## src/rtl/vme_seq_pkg.sv

```systemverilog
// Shared types and constants for the VME command sequencer.
// Command words are 34 bits: 2-bit opcode, 16-bit instruction, 16-bit data/count.
package vme_seq_pkg;

   localparam int CMD_W = 34;

   // Direction bits OR-ed into the issued command word.
   localparam int RD_BIT = 25;
   localparam int WR_BIT = 24;

   localparam logic [31:0] DEF_CMD_MASK = 32'h00A80000;

   typedef enum logic [1:0] {
      OP_END   = 2'b00,
      OP_WRITE = 2'b01,
      OP_READ  = 2'b10,
      OP_WAIT  = 2'b11
   } opcode_t;

   typedef enum logic [2:0] {
      ST_IDLE,
      ST_FETCH,
      ST_DECODE,
      ST_ISSUE,
      ST_WAIT_ACK,
      ST_DELAY,
      ST_FINISH
   } state_t;

endpackage

```

## src/rtl/vme_cmd_ram.sv

```systemverilog
// Simple dual-port command memory: one write port, one registered read port.
// Contents are deliberately not reset so the array maps onto block RAM.
module vme_cmd_ram
   import vme_seq_pkg::*;
#(
   parameter int DEPTH  = 64,
   parameter int ADDR_W = $clog2(DEPTH)
) (
   input  logic              clk,
   input  logic              wr_en,
   input  logic [ADDR_W-1:0] wr_addr,
   input  logic [CMD_W-1:0]  wr_data,
   input  logic              rd_en,
   input  logic [ADDR_W-1:0] rd_addr,
   output logic [CMD_W-1:0]  rd_data
);

   logic [CMD_W-1:0] mem [DEPTH];

   always_ff @(posedge clk) begin
      if (wr_en) begin
         mem[wr_addr] <= wr_data;
      end
      if (rd_en) begin
         rd_data <= mem[rd_addr];
      end
   end

endmodule

```

## src/rtl/vme_cmd_sequencer.sv

```systemverilog
// Executes a small program of VME commands (WRITE/READ/WAIT/END) held in an
// internal RAM, driving a strobed command interface and capturing read data.
module vme_cmd_sequencer
   import vme_seq_pkg::*;
#(
   parameter int          DEPTH    = 64,
   parameter int          ADDR_W   = $clog2(DEPTH),
   parameter logic [31:0] CMD_MASK = DEF_CMD_MASK,
   parameter int          TIMEOUT  = 1024
) (
   input  logic              clk,
   input  logic              rst,
   input  logic              load_en,
   input  logic [ADDR_W-1:0] load_addr,
   input  logic [CMD_W-1:0]  load_data,
   input  logic              start,
   input  logic              abort,
   output logic              busy,
   output logic              done,
   output logic              error,
   input  logic              vme_cmd_rd,
   output logic              vme_start,
   output logic [31:0]       vme_cmd_reg,
   output logic [31:0]       vme_dat_reg_in,
   input  logic              vme_dat_wr,
   input  logic [31:0]       vme_dat_reg_out,
   output logic [15:0]       rd_data,
   output logic              rd_valid,
   output logic [ADDR_W-1:0] rd_tag
);

   localparam int TMR_W = $clog2(TIMEOUT + 1);

   state_t            state_reg, state_next;
   logic [ADDR_W-1:0] pc_reg, pc_next;
   logic [15:0]       cnt_reg, cnt_next;
   logic [TMR_W-1:0]  tmr_reg, tmr_next;
   logic              error_reg, error_next;
   logic              vme_start_reg, vme_start_next;
   logic [31:0]       cmd_reg, cmd_next;
   logic [31:0]       dat_reg, dat_next;
   logic              rd_valid_reg, rd_valid_next;
   logic [15:0]       rd_data_reg, rd_data_next;
   logic [ADDR_W-1:0] rd_tag_reg, rd_tag_next;

   logic [CMD_W-1:0]  ram_word;
   opcode_t           op;
   logic [15:0]       instr;
   logic [15:0]       field;
   logic [31:0]       dir_bit;
   logic              last_pc;
   state_t            adv_state;
   logic [ADDR_W-1:0] adv_pc;
   logic              unused_hi;

   vme_cmd_ram #(
      .DEPTH  (DEPTH),
      .ADDR_W (ADDR_W)
   ) u_ram (
      .clk     (clk),
      .wr_en   (load_en && (state_reg == ST_IDLE)),
      .wr_addr (load_addr),
      .wr_data (load_data),
      .rd_en   (state_reg == ST_FETCH),
      .rd_addr (pc_reg),
      .rd_data (ram_word)
   );

   // The RAM output only updates in FETCH, so the word stays stable for the
   // whole lifetime of the command.
   assign op        = opcode_t'(ram_word[33:32]);
   assign instr     = ram_word[31:16];
   assign field     = ram_word[15:0];
   assign dir_bit   = (op == OP_READ) ? (32'd1 << RD_BIT) : (32'd1 << WR_BIT);
   assign unused_hi = ^vme_dat_reg_out[31:16];

   // The program never wraps: the last entry finishes even without END.
   assign last_pc   = (pc_reg == ADDR_W'(DEPTH - 1));
   assign adv_state = last_pc ? ST_FINISH : ST_FETCH;
   assign adv_pc    = last_pc ? pc_reg : pc_reg + 1'b1;

   always_ff @(posedge clk or posedge rst) begin
      if (rst) begin
         state_reg     <= ST_IDLE;
         pc_reg        <= '0;
         cnt_reg       <= '0;
         tmr_reg       <= '0;
         error_reg     <= 1'b0;
         vme_start_reg <= 1'b0;
         cmd_reg       <= CMD_MASK;
         dat_reg       <= '0;
         rd_valid_reg  <= 1'b0;
         rd_data_reg   <= '0;
         rd_tag_reg    <= '0;
      end else begin
         state_reg     <= state_next;
         pc_reg        <= pc_next;
         cnt_reg       <= cnt_next;
         tmr_reg       <= tmr_next;
         error_reg     <= error_next;
         vme_start_reg <= vme_start_next;
         cmd_reg       <= cmd_next;
         dat_reg       <= dat_next;
         rd_valid_reg  <= rd_valid_next;
         rd_data_reg   <= rd_data_next;
         rd_tag_reg    <= rd_tag_next;
      end
   end

   always_comb begin
      state_next     = state_reg;
      pc_next        = pc_reg;
      cnt_next       = cnt_reg;
      tmr_next       = tmr_reg;
      error_next     = error_reg;
      vme_start_next = 1'b0;
      cmd_next       = CMD_MASK;
      dat_next       = '0;
      rd_valid_next  = 1'b0;
      rd_data_next   = rd_data_reg;
      rd_tag_next    = rd_tag_reg;

      case (state_reg)
         ST_IDLE: begin
            if (start && !abort) begin
               state_next = ST_FETCH;
               pc_next    = '0;
               error_next = 1'b0;
            end
         end
         ST_FETCH: state_next = ST_DECODE;
         ST_DECODE: begin
            case (op)
               OP_END: state_next = ST_FINISH;
               OP_WAIT: begin
                  if (field == 16'd0) begin
                     state_next = adv_state;
                     pc_next    = adv_pc;
                  end else begin
                     cnt_next   = field;
                     state_next = ST_DELAY;
                  end
               end
               default: begin
                  tmr_next   = '0;
                  state_next = ST_ISSUE;
               end
            endcase
         end
         ST_ISSUE: begin
            if (vme_cmd_rd) begin
               vme_start_next = 1'b1;
               cmd_next       = CMD_MASK | {16'h0, instr} | dir_bit;
               dat_next       = {16'h0, field};
               state_next     = ST_WAIT_ACK;
            end
         end
         ST_WAIT_ACK: begin
            // The strobe cycle itself counts toward the timeout window.
            if (vme_dat_wr) begin
               if (op == OP_READ) begin
                  rd_valid_next = 1'b1;
                  rd_data_next  = vme_dat_reg_out[15:0];
                  rd_tag_next   = pc_reg;
               end
               state_next = adv_state;
               pc_next    = adv_pc;
            end else if (tmr_reg == TMR_W'(TIMEOUT - 1)) begin
               error_next = 1'b1;
               state_next = ST_FINISH;
            end else begin
               tmr_next = tmr_reg + 1'b1;
            end
         end
         ST_DELAY: begin
            if (cnt_reg == 16'd0) begin
               state_next = adv_state;
               pc_next    = adv_pc;
            end else begin
               cnt_next = cnt_reg - 16'd1;
            end
         end
         ST_FINISH: state_next = ST_IDLE;
         default:   state_next = ST_IDLE;
      endcase

      // Abort overrides everything, including a completion in the same cycle.
      if (abort && (state_reg != ST_IDLE)) begin
         state_next     = ST_IDLE;
         pc_next        = pc_reg;
         error_next     = error_reg;
         vme_start_next = 1'b0;
         cmd_next       = CMD_MASK;
         dat_next       = '0;
         rd_valid_next  = 1'b0;
         rd_data_next   = rd_data_reg;
         rd_tag_next    = rd_tag_reg;
      end
   end

   assign busy           = (state_reg != ST_IDLE);
   assign done           = (state_reg == ST_FINISH);
   assign error          = error_reg;
   assign vme_start      = vme_start_reg;
   assign vme_cmd_reg    = cmd_reg;
   assign vme_dat_reg_in = dat_reg;
   assign rd_valid       = rd_valid_reg;
   assign rd_data        = rd_data_reg;
   assign rd_tag         = rd_tag_reg;

endmodule

```

## config.mk

```make
export PLATFORM = sky130hd
export DESIGN_NAME = vme_cmd_sequencer
export DESIGN_NICKNAME = d
export VERILOG_FILES = /design/src/rtl/vme_seq_pkg.sv /design/src/rtl/vme_cmd_ram.sv /design/src/rtl/vme_cmd_sequencer.sv
export SDC_FILE = /design/constraint.sdc
export NUM_CORES = 2
export LEC_CHECK = 0
export CAP_MARGIN = 40
export CORE_MARGIN = 8
export CORE_UTILIZATION = 50
export DETAILED_ROUTE_END_ITERATION = 8
export HOLD_SLACK_MARGIN = 0.02
export PLACE_DENSITY = 0.66
export REMOVE_ABC_BUFFERS = 1
export SETUP_SLACK_MARGIN = 0.3
export SYNTH_ARGS = -nofsm -noshare
export SYNTH_HDL_FRONTEND = slang
export SYNTH_HIERARCHICAL = 1
export SYNTH_SLANG_ARGS = --single-unit
```

## constraint.sdc

```tcl
create_clock -name clk -period 4.9 [get_ports clk]
set_input_delay 0.98 -clock clk [delete_from_list [all_inputs] [get_ports clk]]
set_output_delay 0.98 -clock clk [all_outputs]
set_load 0.01 [all_outputs]
```

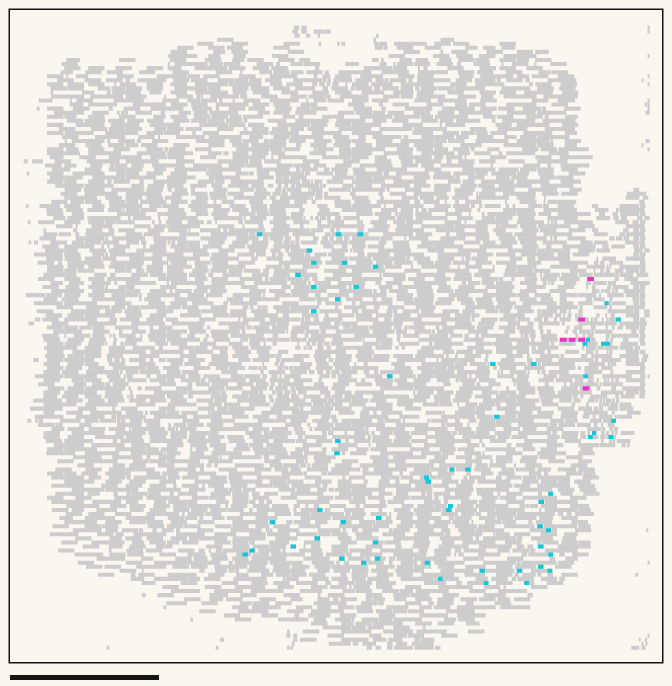
**Above:** gate families picked out.
Scale bar: 100 um.
cyan -> non-inverting ao/oa cells  # cells 61, most used a221o_1
magenta -> fa/ha/maj cells  # cells 6, most used ha_1, where right middle
Final Instance Count excl. Fillers: 7062
most numerous logic cell after layout: edfxtp_1
fraction of area in multi-input gates: 18.95%

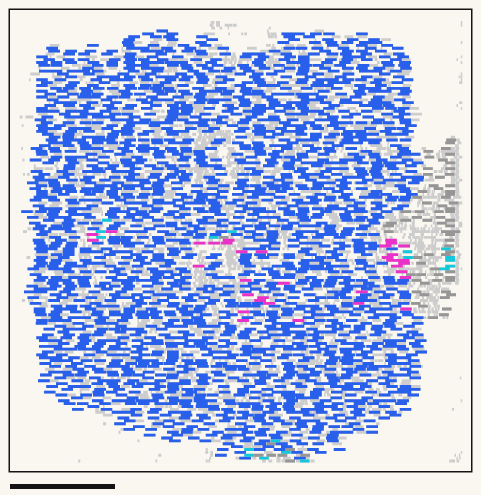
**Above:** sequential cells grouped by signal name.
Scale bar: 100 um. Other sequential cells in the stronger gray, the rest of the logic in the fainter gray.
magenta -> `u_ram/rd_data`  # flops 34
cyan -> `vme_cmd_reg`  # flops 18
blue -> `u_ram/mem`  # flops 2176, where widely spread
area used by sequential logic in the layout: 68760 um^2
sequential portion of the cell area: 67.90%

==> notes.md <==
Quick summary of the implementation run below.

Setup repair after global routing left no endpoint under its margin. The layout-stage area growth over the synthesis result is 14.01%. Per the placement log, port buffering inserted 123 buffers. The leakage power of the design came out at 0.03119 uW. The mean post-synth cell area came out at 21.16 um^2. The insertion delay at the late pin of the worst-skew pair came out at 850 ps. Setup slack on the worst reg-to-reg path comes out at 1140 ps. The number of pins exceeding their max-slew limit in the final report is 0. In this run the clock root is driven by a clkbuf_16. The normalized max-slew margin is 34.93%.

The startpoint type of the worst setup path is a flop. The floorplan step records an initial core utilization of 50.38%. The required time at the worst-slack endpoint is 5470 ps. Global routing used 22.99% of the available tracks. Per the cell usage report, the commonest logic cells after layout are edfxtp_1 (2210), mux4_2 (472), clkbuf_16 (227). The routed via count divided by cell count came out at 6.238.

For the worst setup path, the data arrival time is 4330 ps. The flow reports that the clock network draws 36.4% of the design power. The number of synthesized flops with an enable pin is 2210.

The type of the worst setup path is reg -> reg. The highest metal layer carrying signal wires in the routed design is met5. After the last flow step, the layout net total stands at 4621.

Per the run summary, max-cap violations total 0. The final-layout fill cell count came out at 12770. Looking at the cell usage after synthesis, the top flip-flop cell is edfxtp_1. Once synthesis finished, the tally of register bits stood at 2305. The die footprint came out at 191400 um^2. The proportion of total power due to net switching is 24.83%. The clock sink total is 2305.

The number of antenna violations at the first check in global routing is 11. The min-delay analysis places its worst path in the category reg -> reg. The peak supply drop came out at 0.3558 mV. The flow ran to the end, and the final reports show no timing, DRC or antenna violations.

The power density over the cells came out at 447.6 nW/um^2. For this design, the CTS-stage hold fixing added 0 buffers. The wire length on met1 is 88930 um. Dividing the final minimum period by the clock period gives 76.79%. The worst setup path is captured at a flop. The remaining design rule violation count came out at 0. The total of warnings raised by yosys is 6. The detailed placer's ending HPWL is 133100 um. The maximum frequency from static timing analysis came out at 265.8 MHz.

The total number of warnings across the stage logs came out at 44. The final total power came out at 45320 uW. The number of cells upsized or downsized after cts came out at 0. The routability-driven placement congestion ratio came out at 0.8256. The worst-path maximum fanout came out at 35. Per the detail_route report, the via count comes to 44060. The remaining global-route overflow came out at 0. The fraction of layout cells with a size suffix above 1 is 25.93%. The part of the power in registers came out at 49.6%. Per the post-route antenna check, the number of violating nets is 0.

TritonCTS built the clock tree. The tally of unique sky130hd cells used after synthesis came out at 72. The first global-routing pass estimated 319400 um of wire.

The gate count after technology mapping is 4197. The overall die width came out at 437.5 um. The number of cells in Yosys stat came out at 4197.

The instance area at placement is 94180 um^2. In this run the number of H-tree levels came out at 4. The switching component of the power came out at 11260 uW.

The number of flip-flops under the largest register name came out at 2176. The sequential-to-total area share from yosys stat is 77.40%. According to the floorplan report, the die height is 437.5 um.

The number of clock buffers inserted by TritonCTS came out at 224. The buffer count from post-CTS setup fixing is 0. Clock skew on the completed layout was measured at 50.93 ps.

The violation tally recorded at the end of detailed-routing iteration 0 is 5285. The detailed route wirelength on metal3 is 18760 um. The wire length on met2 came out at 108200 um. Endpoints with negative setup slack in the final report add up to 0.

Looking at the clock tree report, the maximum root-to-sink buffer count equals 3. The via count of the first global-routing pass came out at 44030. The Yosys chip area came out at 88820 um^2. The area of the mapped netlist came out at 88820 um^2.

The fraction of synthesis flops using an asynchronous set or reset pin is 4.121%. The first-pass detailed-route iteration total came out at 6. The top-level I/O count is 170. The clock period minus final worst setup slack is 3763 ps. The count of endpoints failing hold in the final timing report came out at 0. The aggregate routed wire length came out at 223900 um.

The combinational cell fraction of total power came out at 14.0%. The cell count after placement is 6648. The post-CTS clock slew at the launch and capture registers of the worst setup and hold paths came out at 60 ps. The largest net degree at the start of global routing is 86.

The pin slew with the least headroom to its limit is 976.1 ps. The design internal power came out at 34070 uW.
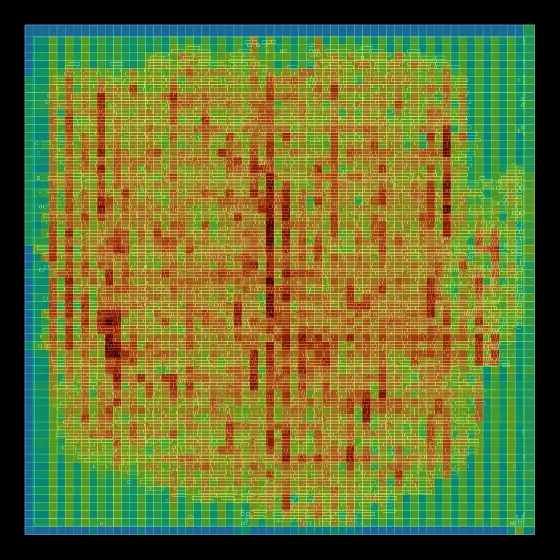
**Above:** routing congestion.
met3 routing resource usage after global routing: 4.693%
routed wire length per instance: 31.70 um

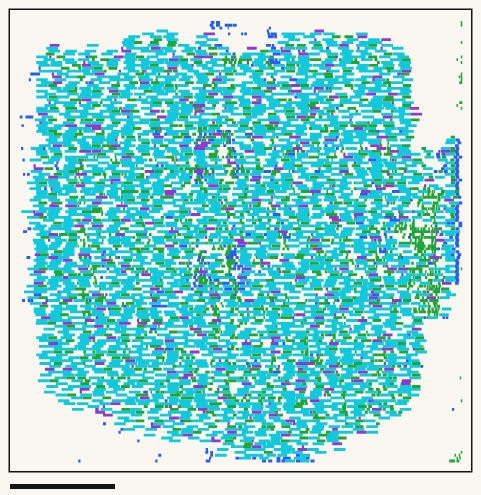
**Above:** placement by cell class.
Scale bar: 100 um.
cyan -> sequential cells  # cells 2305, share of their area 70%
purple -> clock drivers and dummy loads  # cells 406, share of their area 7.2%
green -> remaining logic cells  # cells 1654, share of their area 20%
blue -> remaining buffers and delay cells  # cells 351, share of their area 3.3%
Core ar.: 176300 um^2
area of all placed cells without fillers: 101300 um^2
std cell rows: 154
end-of-flow core utilization: 57.44%

==> cell usage after synthesis (23+ instances only) <==
cell / number / area, um^2
edfxtp_1: 2210 / 66360
mux4_2: 472 / 10630
mux2i_1: 153 / 1531
nor2_1: 121 / 454.2
nand2_1: 107 / 401.6
clkbuf_1: 100 / 375.4
dfrtp_1: 95 / 2377
o22ai_1: 87 / 544.3
nand3_1: 80 / 400.4
mux2_2: 78 / 878.3
buf_2: 68 / 340.3
a22oi_1: 60 / 450.4
buf_4: 51 / 382.9
nand4_1: 50 / 312.8
o21ai_0: 41 / 205.2
a21oi_1: 39 / 195.2
o221ai_1: 39 / 341.6
and2_1: 36 / 225.2
nor2b_1: 25 / 156.4
a221o_1: 24 / 240.2
buf_1: 24 / 90.09
a211oi_1: 23 / 172.7
==> kinds of logic (layout without fill, tap and decap cells) <==
family	after synthesis	count (layout)	synth area share, %
flip-flops	2305	2305	77.40
multiplexers	703	703	14.68
AND/OR/NAND/NOR	510	510	2.898
AND-OR/OR-AND	394	394	3.225
buffers and inverters	276	767	1.698
adder cells (fa/ha/maj)	6	6	0.08452
other	2	36	0.008456
XOR/XNOR	1	1	0.009863
==> worst max-delay path, cell delays in order, from the launching register on <==
cell and delay (ps):
dfrtp_4 850, buf_12 360, mux4_2 580, a22oi_1 370, nand3_1 250, o21ai_0 650
buf_4 290, a21oi_1 60
==> per-stage QoR <==
step / worst slack [ps] / hold WS, ps / util (%) / TNS, ps
2_1_floorplan: -19590 / 427.1 / - / -847070
3_5_place_dp: 1056 / 438.3 / 53.42 / 0
4_1_cts: 1126 / 447.5 / 57.42 / 0
3_3_place_gp: 1053 / 433.8 / 53.29 / 0
6_report: 1137 / 442.0 / 57.44 / 0
5_1_grt: 1031 / 451.0 / 57.43 / 0
==> cell type report <==
class / count / area (um^2) / share of cell area (%)
clock inverters: 133 / 1134 / 1.119
flip-flops and latches: 2305 / 68760 / 67.90
repair buffers: 351 / 3273 / 3.232
clock buffers: 273 / 5923 / 5.849
inverters: 10 / 40.04 / 0.03954
multi-input cells: 1644 / 19190 / 18.95
well taps: 2340 / 2928 / 2.891
diodes: 6 / 15.01 / 0.01483
==> per-layer routing <==
metal	track usage, %	vias up
met4	7.893	6
met5	0	-
met3	4.693	366
met2	37.10	1918
met1	31.59	23550
li1	-	18210
==> final timing paths <==
kind | from | to | depth (start not counted)
hold / removal | u_ram/rd_data[21] | vme_cmd_reg[5] | 1
hold reg to reg | u_ram/rd_data[21] | vme_cmd_reg[5] | 1
max in group asynchronous | rst | pc_reg[1] | 3
setup reg to reg | pc_reg[0] | u_ram/rd_data[3] | 7
min in group asynchronous | rst | rd_tag[2] | 2
setup / recovery | pc_reg[0] | u_ram/rd_data[3] | 7
==> power by group through the flow <==
stage / clock network (uW) / logic [uW] / registers [uW]
after CTS: 16800 / 6390 / 22500
final: 16500 / 6340 / 22500
after floorplan: 0 / 4190 / 23100
after detailed placement: 0 / 6380 / 22900
after global placement: 0 / 6210 / 22900
after global routing: 17500 / 6700 / 22500
Power is estimated from default activity; no workload was simulated.
